### src/rtl/mips_pkg.sv
// Shared definitions for the instruction sequencer: opcodes, IR field
// positions and the control state encoding.
package mips_pkg;

  // Opcodes (oper_type field)
  localparam logic [4:0] OP_MOVSGPR = 5'd0;
  localparam logic [4:0] OP_MOV     = 5'd1;
  localparam logic [4:0] OP_ADD     = 5'd2;
  localparam logic [4:0] OP_SUB     = 5'd3;
  localparam logic [4:0] OP_MUL     = 5'd4;
  localparam logic [4:0] OP_OR      = 5'd5;
  localparam logic [4:0] OP_AND     = 5'd6;
  localparam logic [4:0] OP_XOR     = 5'd7;
  localparam logic [4:0] OP_XNOR    = 5'd8;
  localparam logic [4:0] OP_NAND    = 5'd9;
  localparam logic [4:0] OP_NOR     = 5'd10;
  localparam logic [4:0] OP_NOT     = 5'd11;
  localparam logic [4:0] OP_JMP     = 5'd12;
  localparam logic [4:0] OP_HLT     = 5'd31;

  // IR field bit positions
  localparam int OPER_MSB  = 31;
  localparam int OPER_LSB  = 27;
  localparam int RDST_MSB  = 26;
  localparam int RDST_LSB  = 22;
  localparam int RSRC1_MSB = 21;
  localparam int RSRC1_LSB = 17;
  localparam int IMM_BIT   = 16;
  localparam int RSRC2_MSB = 15;
  localparam int RSRC2_LSB = 11;
  localparam int ISRC_MSB  = 15;
  localparam int ISRC_LSB  = 0;

  typedef enum logic [2:0] {
    ST_IDLE,
    ST_FETCH,
    ST_DECODE,
    ST_EXECUTE,
    ST_WRITEBACK,
    ST_HALT
  } state_e;

  // ALU-class opcodes occupy the contiguous range 0..OP_NOT
  function automatic logic is_alu_op(input logic [4:0] op);
    return (op <= OP_NOT);
  endfunction

endpackage

### src/rtl/lat_counter.sv
// Down-counter that stretches EXECUTE for multi-cycle ALU operations.
// done is high whenever the count has reached zero.
module lat_counter #(
  parameter int W = 2
) (
  input  logic         clk,
  input  logic         rst,
  input  logic         load,
  input  logic [W-1:0] load_val,
  input  logic         dec,
  output logic         done
);

  logic [W-1:0] count_q;
  logic [W-1:0] count_d;

  // Load has priority; decrement saturates at zero
  always_comb begin
    count_d = count_q;
    if (load) begin
      count_d = load_val;
    end else if (dec && (count_q != '0)) begin
      count_d = count_q - W'(1);
    end
  end

  // Count register
  always_ff @(posedge clk or posedge rst) begin
    if (rst) begin
      count_q <= '0;
    end else begin
      count_q <= count_d;
    end
  end

  assign done = (count_q == '0);

endmodule

### src/rtl/instr_sequencer.sv
// Multi-cycle control unit: fetches instructions over a req/ack handshake
// and walks each through FETCH, DECODE, EXECUTE and WRITEBACK, driving the
// register-file addresses, ALU controls and write-back strobe.
module instr_sequencer
  import mips_pkg::*;
#(
  parameter int PC_W    = 16,
  parameter int MUL_LAT = 3
) (
  input  logic            clk,
  input  logic            sys_rst,
  input  logic            start,
  output logic            imem_req,
  output logic [PC_W-1:0] imem_addr,
  input  logic            imem_ack,
  input  logic [31:0]     imem_rdata,
  output logic [31:0]     ir,
  output logic [4:0]      rf_raddr1,
  output logic [4:0]      rf_raddr2,
  output logic [4:0]      alu_op,
  output logic            alu_imm,
  output logic            alu_en,
  output logic            rf_we,
  output logic [4:0]      rf_waddr,
  output logic [PC_W-1:0] pc,
  output logic            halted,
  output logic            illegal
);

  localparam int CNT_W = (MUL_LAT > 1) ? $clog2(MUL_LAT) : 1;

  state_e            state_q, state_d;
  logic [PC_W-1:0]   pc_q, pc_d;
  logic [31:0]       ir_q, ir_d;
  logic              illegal_q, illegal_d;
  logic              cnt_load, cnt_dec, cnt_done;
  logic [CNT_W-1:0]  cnt_load_val;
  logic [4:0]        op;

  assign op = ir_q[OPER_MSB:OPER_LSB];

  // MUL holds EXECUTE for MUL_LAT cycles; everything else for one
  assign cnt_load_val = (op == OP_MUL) ? CNT_W'(MUL_LAT - 1) : '0;

  lat_counter #(.W(CNT_W)) u_lat_counter (
    .clk      (clk),
    .rst      (sys_rst),
    .load     (cnt_load),
    .load_val (cnt_load_val),
    .dec      (cnt_dec),
    .done     (cnt_done)
  );

  // Next-state, PC/IR update and per-state strobes
  always_comb begin
    state_d   = state_q;
    pc_d      = pc_q;
    ir_d      = ir_q;
    illegal_d = illegal_q;
    imem_req  = 1'b0;
    alu_en    = 1'b0;
    rf_we     = 1'b0;
    cnt_load  = 1'b0;
    cnt_dec   = 1'b0;
    unique case (state_q)
      ST_IDLE: begin
        if (start) state_d = ST_FETCH;
      end
      ST_FETCH: begin
        imem_req = 1'b1;
        if (imem_ack) begin
          ir_d    = imem_rdata;
          pc_d    = pc_q + PC_W'(1);
          state_d = ST_DECODE;
        end
      end
      ST_DECODE: begin
        cnt_load = 1'b1;
        state_d  = ST_EXECUTE;
      end
      ST_EXECUTE: begin
        if (is_alu_op(op)) begin
          alu_en = 1'b1;
          if (cnt_done) state_d = ST_WRITEBACK;
          else          cnt_dec = 1'b1;
        end else if (op == OP_JMP) begin
          // Jump target replaces the already-incremented PC
          pc_d    = PC_W'(ir_q[ISRC_MSB:ISRC_LSB]);
          state_d = ST_FETCH;
        end else if (op == OP_HLT) begin
          state_d = ST_HALT;
        end else begin
          illegal_d = 1'b1;
          state_d   = ST_FETCH;
        end
      end
      ST_WRITEBACK: begin
        rf_we   = 1'b1;
        state_d = ST_FETCH;
      end
      ST_HALT: begin
        if (start) state_d = ST_FETCH;
      end
      default: state_d = ST_IDLE;
    endcase
  end

  // State, PC, IR and sticky illegal flag
  always_ff @(posedge clk or posedge sys_rst) begin
    if (sys_rst) begin
      state_q   <= ST_IDLE;
      pc_q      <= '0;
      ir_q      <= '0;
      illegal_q <= 1'b0;
    end else begin
      state_q   <= state_d;
      pc_q      <= pc_d;
      ir_q      <= ir_d;
      illegal_q <= illegal_d;
    end
  end

  assign imem_addr = pc_q;
  assign pc        = pc_q;
  assign ir        = ir_q;
  assign alu_op    = op;
  assign rf_waddr  = ir_q[RDST_MSB:RDST_LSB];
  assign rf_raddr1 = ir_q[RSRC1_MSB:RSRC1_LSB];
  assign alu_imm   = ir_q[IMM_BIT];
  assign rf_raddr2 = ir_q[RSRC2_MSB:RSRC2_LSB];
  assign halted    = (state_q == ST_HALT);
  assign illegal   = illegal_q;

endmodule
### config.mk
export PLATFORM = sky130hd
export DESIGN_NAME = instr_sequencer
export DESIGN_NICKNAME = d
export VERILOG_FILES = /design/src/rtl/mips_pkg.sv /design/src/rtl/lat_counter.sv /design/src/rtl/instr_sequencer.sv
export SDC_FILE = /design/constraint.sdc
export NUM_CORES = 1
export LEC_CHECK = 0
export CELL_PAD_IN_SITES_DETAIL_PLACEMENT = 0
export CELL_PAD_IN_SITES_GLOBAL_PLACEMENT = 1
export CORE_MARGIN = 3
export CORE_UTILIZATION = 32
export CTS_CLUSTER_DIAMETER = 40
export DETAILED_ROUTE_END_ITERATION = 6
export GPL_ROUTABILITY_DRIVEN = 0
export MAX_ROUTING_LAYER = met4
export PLACE_DENSITY_LB_ADDON = 0.2
export SYNTH_ARGS = -nofsm -noshare
export SYNTH_HDL_FRONTEND = slang
export SYNTH_HIERARCHICAL = 1
export SYNTH_SLANG_ARGS = --single-unit
### constraint.sdc
create_clock -name clk -period 1.9 [get_ports clk]
set_input_delay 0.475 -clock clk [delete_from_list [all_inputs] [get_ports clk]]
set_output_delay 0.475 -clock clk [all_outputs]
set_load 0.1 [all_outputs]
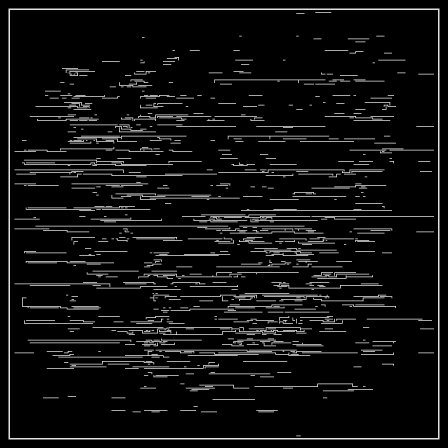
layer_met1.png
main direction: horizontal
longest straight run: 46.5 um

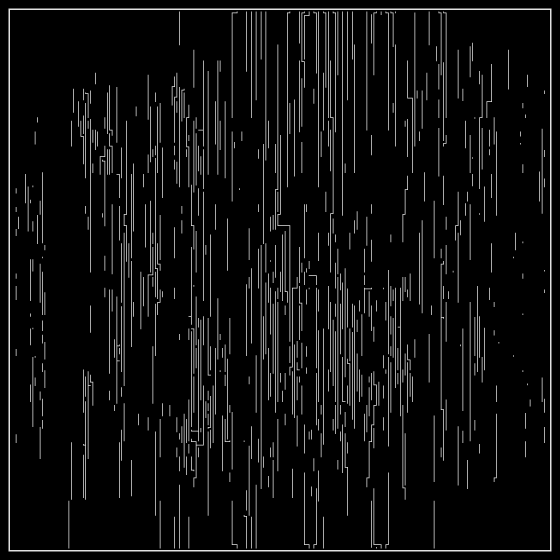
layer_met2.png
share of all routed wire: 49%
main direction: vertical
longest straight run: 46.6 um

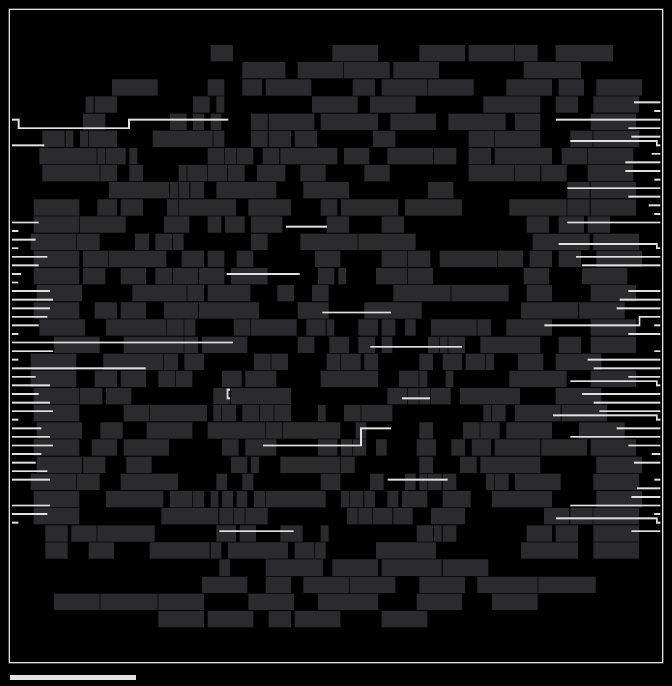
layer_met3.png
Bar = 20 um.
share of all routed wire: 7.7%
main direction: horizontal
longest straight run: 34.7 um
nets with wire on the layer: 87

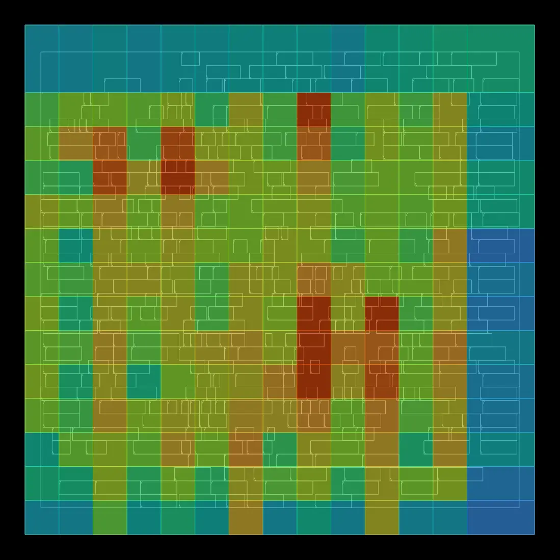
congestion.png
final core utilization: 0.6004
post-DR wirelength/cell: 16.60 um
GR Util met2: 0.2686
GRT busiest layer: met2

==> GITHUB_STEP_SUMMARY <==
## PnR job results

| Metric | Value |
|---|---|
| Status | complete, no violations |
| Clk sink count | 54 |
| Crit path DRT | 1.42 ns |
| Clock Pin Slew Worst Setup and Hold Paths | 0.09 ns |
| XORs/XNORs by Area | 0 |
| Area fraction in compound gates | 0.1542 |
| Nets | 423 |
| Most instantiated logic cells after routing | buf_12 (92), clkdlybuf4s50_1 (35), dfrtp_1 (34), mux2_2 (32), buf_4 (23) |
| RSZ-0062 raised after global routing | yes |
| Ys cells | 282 |
| CP Capture Type | output port |
| Initial core utilization | 0.3382 |
| Post-DP HPWL | 6.487 mm |
| R2R depth | 5 |
| Worst setup path class | reg2out |
| Setup WS pre-CTS | -0.1106 ns |
| Sequential element share of the synthesized area | 0.4452 |
| # hold bufs at CTS | 0 |
| Worst min-delay path class | in2async |
| Clock Skews | 0.006994 ns |
| Vert. Die Dim | 103.4 um |
| Startpoint Class | flop |
| Final wirelength | 8.497 mm |
| Max Fanout on Critical Path | 6 |
| # rows | 34 |
| Fin crit share | 0.9696 |
| Most common logic cell in the routed design | buf_12 |
| Top comb family, area | AND-OR/OR-AND gates |
| Port bufs | 125 |
| Share of layout cells above drive strength 1 | 0.5104 |
| Simple-Gate Fraction of Synth Area | 0.1401 |
| YS warnings | 6 |
| Cell Area, Synth | 3035 sq um |
| RR Startpoint | state_q[0] |
| R2r endpoint | imem_addr[15] |
==> metrics by stage <==
step | cell area, sq um | instances | TNS (ns)
4_1_cts | 5346 | 508 | 0
6_report | 5389 | 512 | 0
3_3_place_gp | 5231 | 500 | -2.578
5_1_grt | 5389 | 512 | -0.01171
3_5_place_dp | 5231 | 500 | -3.129
2_1_floorplan | 3108 | 282 | -0.03599
==> timing repair <==
| action | 4_1_cts | 5_1_grt |
|---|---|---|
| resized | 4 | 3 |
| setup endpoints to repair | 2 | 4 |
| buffers inserted | 0 | 4 |
| cloned | 0 | 0 |
| pin swaps | 1 | 3 |
==> synth_stat cells (3+ instances only) <==
library cell	number	area share
inv_1	6	0.0074
nand2_1	9	0.011
buf_4	41	0.10
o31ai_1	3	0.0074
a211oi_1	6	0.015
clkbuf_1	7	0.0087
and3_1	4	0.0082
nor3b_1	3	0.0074
o22ai_1	6	0.012
a31oi_1	5	0.010
buf_2	7	0.012
o21ai_0	6	0.0099
a2bb2oi_1	9	0.026
dfrtp_1	54	0.45
a21oi_1	6	0.0099
nand3_1	7	0.012
nand2b_1	4	0.0082
nor2_1	10	0.012
nor3_1	10	0.016
nand4_1	5	0.010
mux2_2	32	0.12
==> how the worst max path moves through the flow <==
stage	slack, ns	to	startpoint
finish	0.06	halted	state_q[1]
global route	-0.01	alu_en	state_q[2]
CTS	0.004	alu_en	ir[29]
detailed placement	-0.11	imem_addr[4]	imem_ack
global placement	-0.09	imem_addr[4]	imem_ack
floorplan	-0.02	imem_addr[10]	imem_addr[0]
==> sequential cells by signal, summed over array words and instances, names as in the netlist <==
| signal | count |
|---|---|
| illegal | 1 |
| imem_addr | 16 |
| ir | 32 |
| state_q | 3 |
| u_lat_counter/count_q | 2 |
==> layer usage <==
layer  vias up  track usage  share of wire
li1       1218            -              -
met1      1251       0.2155           0.43
met2        97       0.2686           0.49
met3         6      0.03689          0.077
met4         0      0.02988         0.0066
met5         -            -              0
==> worst max-delay path: stages (launching register included) <==
cell and delay (ns):
dfrtp_2 0.46, buf_4 0.17, and3b_1 0.25, buf_12 0.18
==> area by class of cell <==
| class | count | area (sq um) | area share |
|---|---|---|---|
| clock buffer | 6 | 82.58 | 0.01532 |
| clock inverter | 2 | 12.51 | 0.002322 |
| inverter | 6 | 22.52 | 0.004179 |
| multi-input combinational | 167 | 1361 | 0.2526 |
| sequential | 54 | 1376 | 0.2554 |
| tap | 126 | 157.7 | 0.02925 |
| timing repair buffer | 151 | 2376 | 0.4409 |
==> logic make-up after synthesis <==
| logic type | after synthesis |
|---|---|
| adders and majority gates | 2 |
| AOI/OAI and AO/OA | 61 |
| other | 1 |
| DFF | 54 |
| muxes | 33 |
| buffers and inverters | 61 |
| and+or+nand+nor | 70 |
